## config.mk

```make
export PLATFORM = sky130hd
export DESIGN_NAME = data_bus_arbiter
export DESIGN_NICKNAME = d
export VERILOG_FILES = /design/src/rtl/data_bus_arbiter.sv
export SDC_FILE = /design/constraint.sdc
export NUM_CORES = 1
export LEC_CHECK = 0
export ABC_CLOCK_PERIOD_IN_PS = 5480
export CAP_MARGIN = 25
export CELL_PAD_IN_SITES_DETAIL_PLACEMENT = 0
export CELL_PAD_IN_SITES_GLOBAL_PLACEMENT = 1
export CORE_MARGIN = 2
export CORE_UTILIZATION = 13
export CTS_CLUSTER_DIAMETER = 50
export CTS_CLUSTER_SIZE = 24
export DETAILED_ROUTE_END_ITERATION = 8
export PLACE_DENSITY_LB_ADDON = 0.1
export SLEW_MARGIN = 20
export SYNTH_ARGS = -nofsm -noshare
export SYNTH_HDL_FRONTEND = slang
export SYNTH_SLANG_ARGS = --single-unit
```

## constraint.sdc

```tcl
create_clock -name clk -period 5.48 [get_ports clk]
set_input_delay 1.644 -clock clk [delete_from_list [all_inputs] [get_ports clk]]
set_output_delay 1.644 -clock clk [all_outputs]
set_load 0.02 [all_outputs]
```

## src/rtl/data_bus_arbiter.sv

```systemverilog
// data_bus_arbiter: two-master round-robin arbiter for the shared data bus.
// Master 0 is the CPU data port, master 1 is a DMA/debug master.
// Grants are decoded from a registered state; the bus mux is combinational
// from the master inputs and state, so the CPU path gains no extra latency.
// Optional feature: define ARB_HOLD_LIMIT_EN to build a hold-time counter that
// preempts an owner after MAX_HOLD contended cycles.
module data_bus_arbiter #(
  parameter int unsigned MAX_HOLD = 16,
  parameter int unsigned AW       = 32,
  parameter int unsigned DW       = 32
) (
  input  logic          clk,
  input  logic          reset,
  input  logic          m0_req,
  input  logic          m0_we,
  input  logic [AW-1:0] m0_addr,
  input  logic [DW-1:0] m0_wdata,
  input  logic [3:0]    m0_byteen,
  input  logic          m1_req,
  input  logic          m1_we,
  input  logic [AW-1:0] m1_addr,
  input  logic [DW-1:0] m1_wdata,
  input  logic [3:0]    m1_byteen,
  output logic          m0_gnt,
  output logic          m1_gnt,
  output logic [DW-1:0] m0_rdata,
  output logic [DW-1:0] m1_rdata,
  output logic          bus_valid,
  output logic          bus_we,
  output logic [AW-1:0] bus_addr,
  output logic [DW-1:0] bus_wdata,
  output logic [3:0]    bus_byteen,
  input  logic [DW-1:0] bus_rdata,
  output logic          owner
);

  localparam int unsigned HCW = 8;

  typedef enum logic [1:0] {
    IDLE = 2'd0,
    OWN0 = 2'd1,
    OWN1 = 2'd2
  } state_t;

  state_t state_q;
  state_t state_d;
  logic   owner_q;
  logic   hold_exp;

  // Reject an out-of-range hold limit at elaboration time.
  if (MAX_HOLD == 0 || MAX_HOLD > 255) begin : g_bad_max_hold
    $error("data_bus_arbiter: MAX_HOLD must be in 1..255");
  end

`ifdef ARB_HOLD_LIMIT_EN
  logic [HCW-1:0] hold_q;
  logic           contended;

  assign contended = ((state_q == OWN0) && m1_req) || ((state_q == OWN1) && m0_req);
  assign hold_exp  = (hold_q >= HCW'(MAX_HOLD));

  // Hold counter: cleared on any state change, counts contended cycles, saturates.
  always_ff @(posedge clk or negedge reset) begin
    if (!reset) begin
      hold_q <= '0;
    end else if (state_d != state_q) begin
      hold_q <= '0;
    end else if (contended && (hold_q != {HCW{1'b1}})) begin
      hold_q <= hold_q + HCW'(1);
    end
  end
`else
  assign hold_exp = 1'b0;
`endif

  // State and last-owner registers; owner starts at 1 so the CPU wins the first tie.
  always_ff @(posedge clk or negedge reset) begin
    if (!reset) begin
      state_q <= IDLE;
      owner_q <= 1'b1;
    end else begin
      state_q <= state_d;
      if (state_d == OWN0) begin
        owner_q <= 1'b0;
      end else if (state_d == OWN1) begin
        owner_q <= 1'b1;
      end
    end
  end

  // Next-state: round-robin on ties, direct handover, optional preemption.
  always_comb begin
    state_d = state_q;
    case (state_q)
      IDLE: begin
        if (m0_req && m1_req) begin
          state_d = owner_q ? OWN0 : OWN1;
        end else if (m0_req) begin
          state_d = OWN0;
        end else if (m1_req) begin
          state_d = OWN1;
        end
      end
      OWN0: begin
        if (!m0_req) begin
          state_d = m1_req ? OWN1 : IDLE;
        end else if (hold_exp && m1_req) begin
          state_d = OWN1;
        end
      end
      OWN1: begin
        if (!m1_req) begin
          state_d = m0_req ? OWN0 : IDLE;
        end else if (hold_exp && m0_req) begin
          state_d = OWN0;
        end
      end
      default: state_d = IDLE;
    endcase
  end

  // Grant decode and bus mux; write enable is gated by the owner's req.
  always_comb begin
    m0_gnt     = 1'b0;
    m1_gnt     = 1'b0;
    bus_valid  = 1'b0;
    bus_we     = 1'b0;
    bus_addr   = '0;
    bus_wdata  = '0;
    bus_byteen = '0;
    case (state_q)
      OWN0: begin
        m0_gnt     = 1'b1;
        bus_valid  = m0_req;
        bus_we     = m0_we & m0_req;
        bus_addr   = m0_addr;
        bus_wdata  = m0_wdata;
        bus_byteen = m0_byteen;
      end
      OWN1: begin
        m1_gnt     = 1'b1;
        bus_valid  = m1_req;
        bus_we     = m1_we & m1_req;
        bus_addr   = m1_addr;
        bus_wdata  = m1_wdata;
        bus_byteen = m1_byteen;
      end
      default: ;
    endcase
  end

  assign m0_rdata = bus_rdata;
  assign m1_rdata = bus_rdata;
  assign owner    = owner_q;

endmodule

```

==> results_dict.tcl <==
# place-and-route summary
set metrics [dict create \
    ys_area_um2 1840 \
    edf_count 0 \
    hold_violations 0 \
    finalClockPeriodUsage 0.884 \
    cts_made_buffers 3 \
    skew_ps 0.467 \
    drc_errors 0 \
    ys_async_sr_fraction 1.00 \
    synthDistinctLibCells 24 \
    cp_top_family "buffers and inverters" \
    ys_warn_count 0 \
    slew_viol_final 0 \
    crit_path_cell_trace "clkdlybuf4s50_1 > nand3_1 > a21boi_0 > clkdlybuf4s50_1" \
    rsz0062_at_grt "no" \
    gp_congestion 0.713 \
    ant_nets 0 \
    critPathArrivalTime_ps 3200 \
    wire_per_inst_um 15.7 \
    ys_cells 256 \
    first_pass_iters 4 \
    endpoint_kind "output pin" \
    drv_cap 0 \
    htreeDepth 1 \
    cp_max_fo 8 \
    setup_ws_ps 633 \
    die_h_um 123 \
    antenna_found_initial 0 \
    first_iter_violations 84 \
    grt_pass1_vias 2258 \
    top_cell_area_share 0.281 \
    synthCells 256 \
    syn2layout_area_growth_pct 104 \
    powerDensity_nw_per_um2 436 \
    path_clk_slew_ps 30 \
    syn-num-nets 436 \
    overflow 0 \
    yosysTopAreaCell "a22oi_1" \
    area_leaders "a22oi_1 28%, buf_4 26%, nor2b_1 23%, ha_1 4.1%, buf_2 3.5%" \
    grt_pass1_wl_um 12300 \
    hpwl_um 6860 \
    drive_gt1_frac 0.0335 \
    ir_drop_mv 0.306 \
    crit_required_ps 3840 \
    place_ws_ps 632 \
    grt_max_degree 54 \
    fin_crit_ps 4850 \
    max-clock-path-buffers 2 \
    clock_sinks 3 \
    critPathMaxStageDelay_ps 640 \
    numSynthFlops 3 \
    status "finished, final reports clean" \
    tns_ps 0 \
    hold_path.class "flip-flop to flip-flop" \
    synth.cellmix.adderShare 0.0407 \
    synthesis.area_um2 1840 \
    synthSimpleGateAreaFrac 0.247 \
    rows 43 \
    clock-root-buffer "clkbuf_16" \
    cts_tree "done" \
    n_antenna_cell 0 \
    clk_latency_ps 220 \
    via_per_inst 3.99 \
    worst_pin_slew_ps 740 \
    max_slew_margin 0.506 \
    nets 569 \
    leakage_nw 1.24 \
    aoi_share 0.325 \
    xor_share 0 \
    cts_resized 0 \
]
## final timing paths
kind | start | end | cells past startpoint
worst max-delay path | m0_req | bus_we | 4
worst min-delay path | owner$_DFFE_PN1P_ | owner$_DFFE_PN1P_ | 2
worst max register to register | state_q[0]$_DFF_PN0_ | owner$_DFFE_PN1P_ | 8
worst min register to register | owner$_DFFE_PN1P_ | owner$_DFFE_PN1P_ | 2
max in group asynchronous | reset | owner$_DFFE_PN1P_ | 1
min in group asynchronous | reset | state_q[0]$_DFF_PN0_ | 1
## layout by cell type (no fill, tap or decap)
| cell type | n |
|---|---|
| o22ai_1 | 2 |
| nand2b_1 | 1 |
| clkbuf_1 | 1 |
| clkdlybuf4s50_1 | 214 |
| mux2i_1 | 1 |
| a32oi_2 | 1 |
| inv_1 | 4 |
| a2bb2oi_1 | 1 |
| mux2_4 | 1 |
| ha_1 | 3 |
| a32oi_1 | 1 |
| nand2_1 | 1 |
| a21boi_0 | 1 |
| nor2b_1 | 69 |
| buf_12 | 3 |
| dfstp_2 | 1 |
| a22oi_1 | 69 |
| nor2_1 | 1 |
| o21a_1 | 1 |
| a22o_2 | 1 |
| o22a_1 | 1 |
| ha_2 | 3 |
| dfrtp_1 | 2 |
| nand3_1 | 2 |
| clkbuf_16 | 3 |
## through the flow
step / area [um^2] / util / std cells / power (mW) / hold slack [ps]
3_3_place_gp: 3680 / 0.265 / 564 / 1.56 / 481
3_5_place_dp: 3680 / 0.265 / 564 / 1.56 / 494
2_1_floorplan: 1840 / - / 256 / 0.958 / 506
6_report: 3760 / 0.271 / 568 / 1.64 / 485
5_1_grt: 3760 / 0.271 / 568 / 1.77 / 530
4_1_cts: 3760 / 0.271 / 568 / 1.68 / 500
## kinds of logic (layout without fill, tap and decap cells)
family,after synthesis,count (layout)
buffers and inverters,93,225
AND-OR/OR-AND,78,78
AND/OR/NAND/NOR,74,74
adder cells (fa/ha/maj),6,6
multiplexers,2,2
flip-flops,3,3
## power breakdown
part           internal, mW  switching, mW
registers            0.0345         0.0136
clock network        0.0960         0.0196
logic                 0.735          0.740
## flip-flops by register name, summed over array words and instances (netlist names)
register and cells:
owner 1, state_q 2
## cell type report
class | instances | area [um^2]
multi-input combinational | 160 | 1160
clock buffer | 4 | 78.8
timing repair buffer | 217 | 2200
inverter | 4 | 15.0
sequential | 3 | 76.3
tap | 180 | 225
fill | 1520 | 10100
## worst min-delay path, delay by kind of cell (launching register included)
family | cells | cell delay, ps
muxes | 1 | 60
DFF | 1 | 360
buffers and inverters | 1 | 50
## per-layer routing
metal	part of all wire	vias to the layer above	global-route usage
li1	-	1100	-
met1	0.35	1029	0.108
met2	0.56	109	0.210
met3	0.078	26	0.0194
met4	0.015	0	0.0206
met5	0	-	0
Fig. 1: track usage over the die
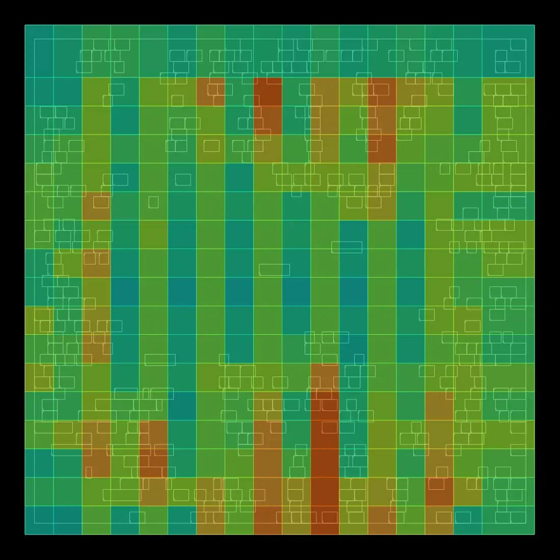
busiest grt layer: met2
global-route usage over all layers: 0.103
grt met2 use: 0.210

Fig. 2: the metal 4 layer
Scale: 3 px per um. Supply wires on this layer in grey.
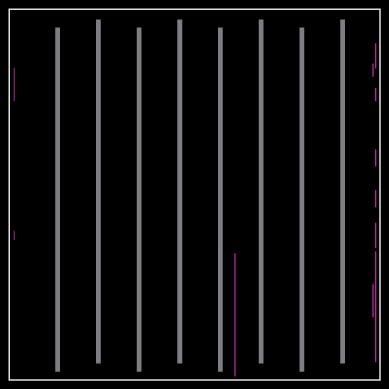
nets with wire on the layer: 11
share of all routed wire: 1.5%
vias post-DR: 2264
DRT Wirelength: 8920 um

Fig. 3: I/O nets highlighted
Scale: 2 px per um.
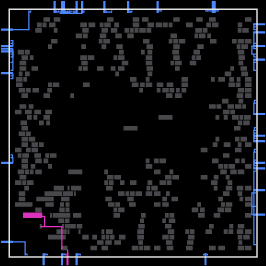
legend:
  blue:
    port: bus_rdata
    bits: 32
    direction: input
    end_cells: 0
    buffers: 0
    wire: 271 um
  magenta:
    port: owner
    bits: 1
    direction: output
    end_cells: 1
    buffers: 1
    wire: 31.4 um
Ports: 311
port bufs: 214

Fig. 4: placement density heat map
Scale: 3 px per um. 12 x 12 tiles, from dark blue (low) to red (high), 0 to 100% covered.
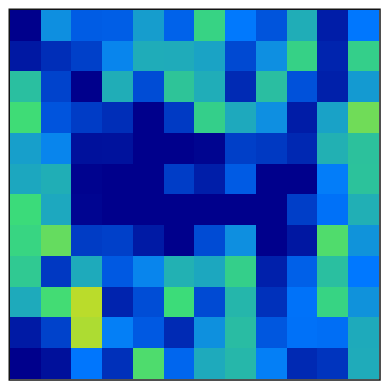
emptiest ninth of the die: middle
fullest tile: 66%
mean over tiles: 23%
post-layout util: 0.271
Initial Utilization: 0.133
core area: 13900 um^2

Power is estimated from default activity; no workload was simulated.
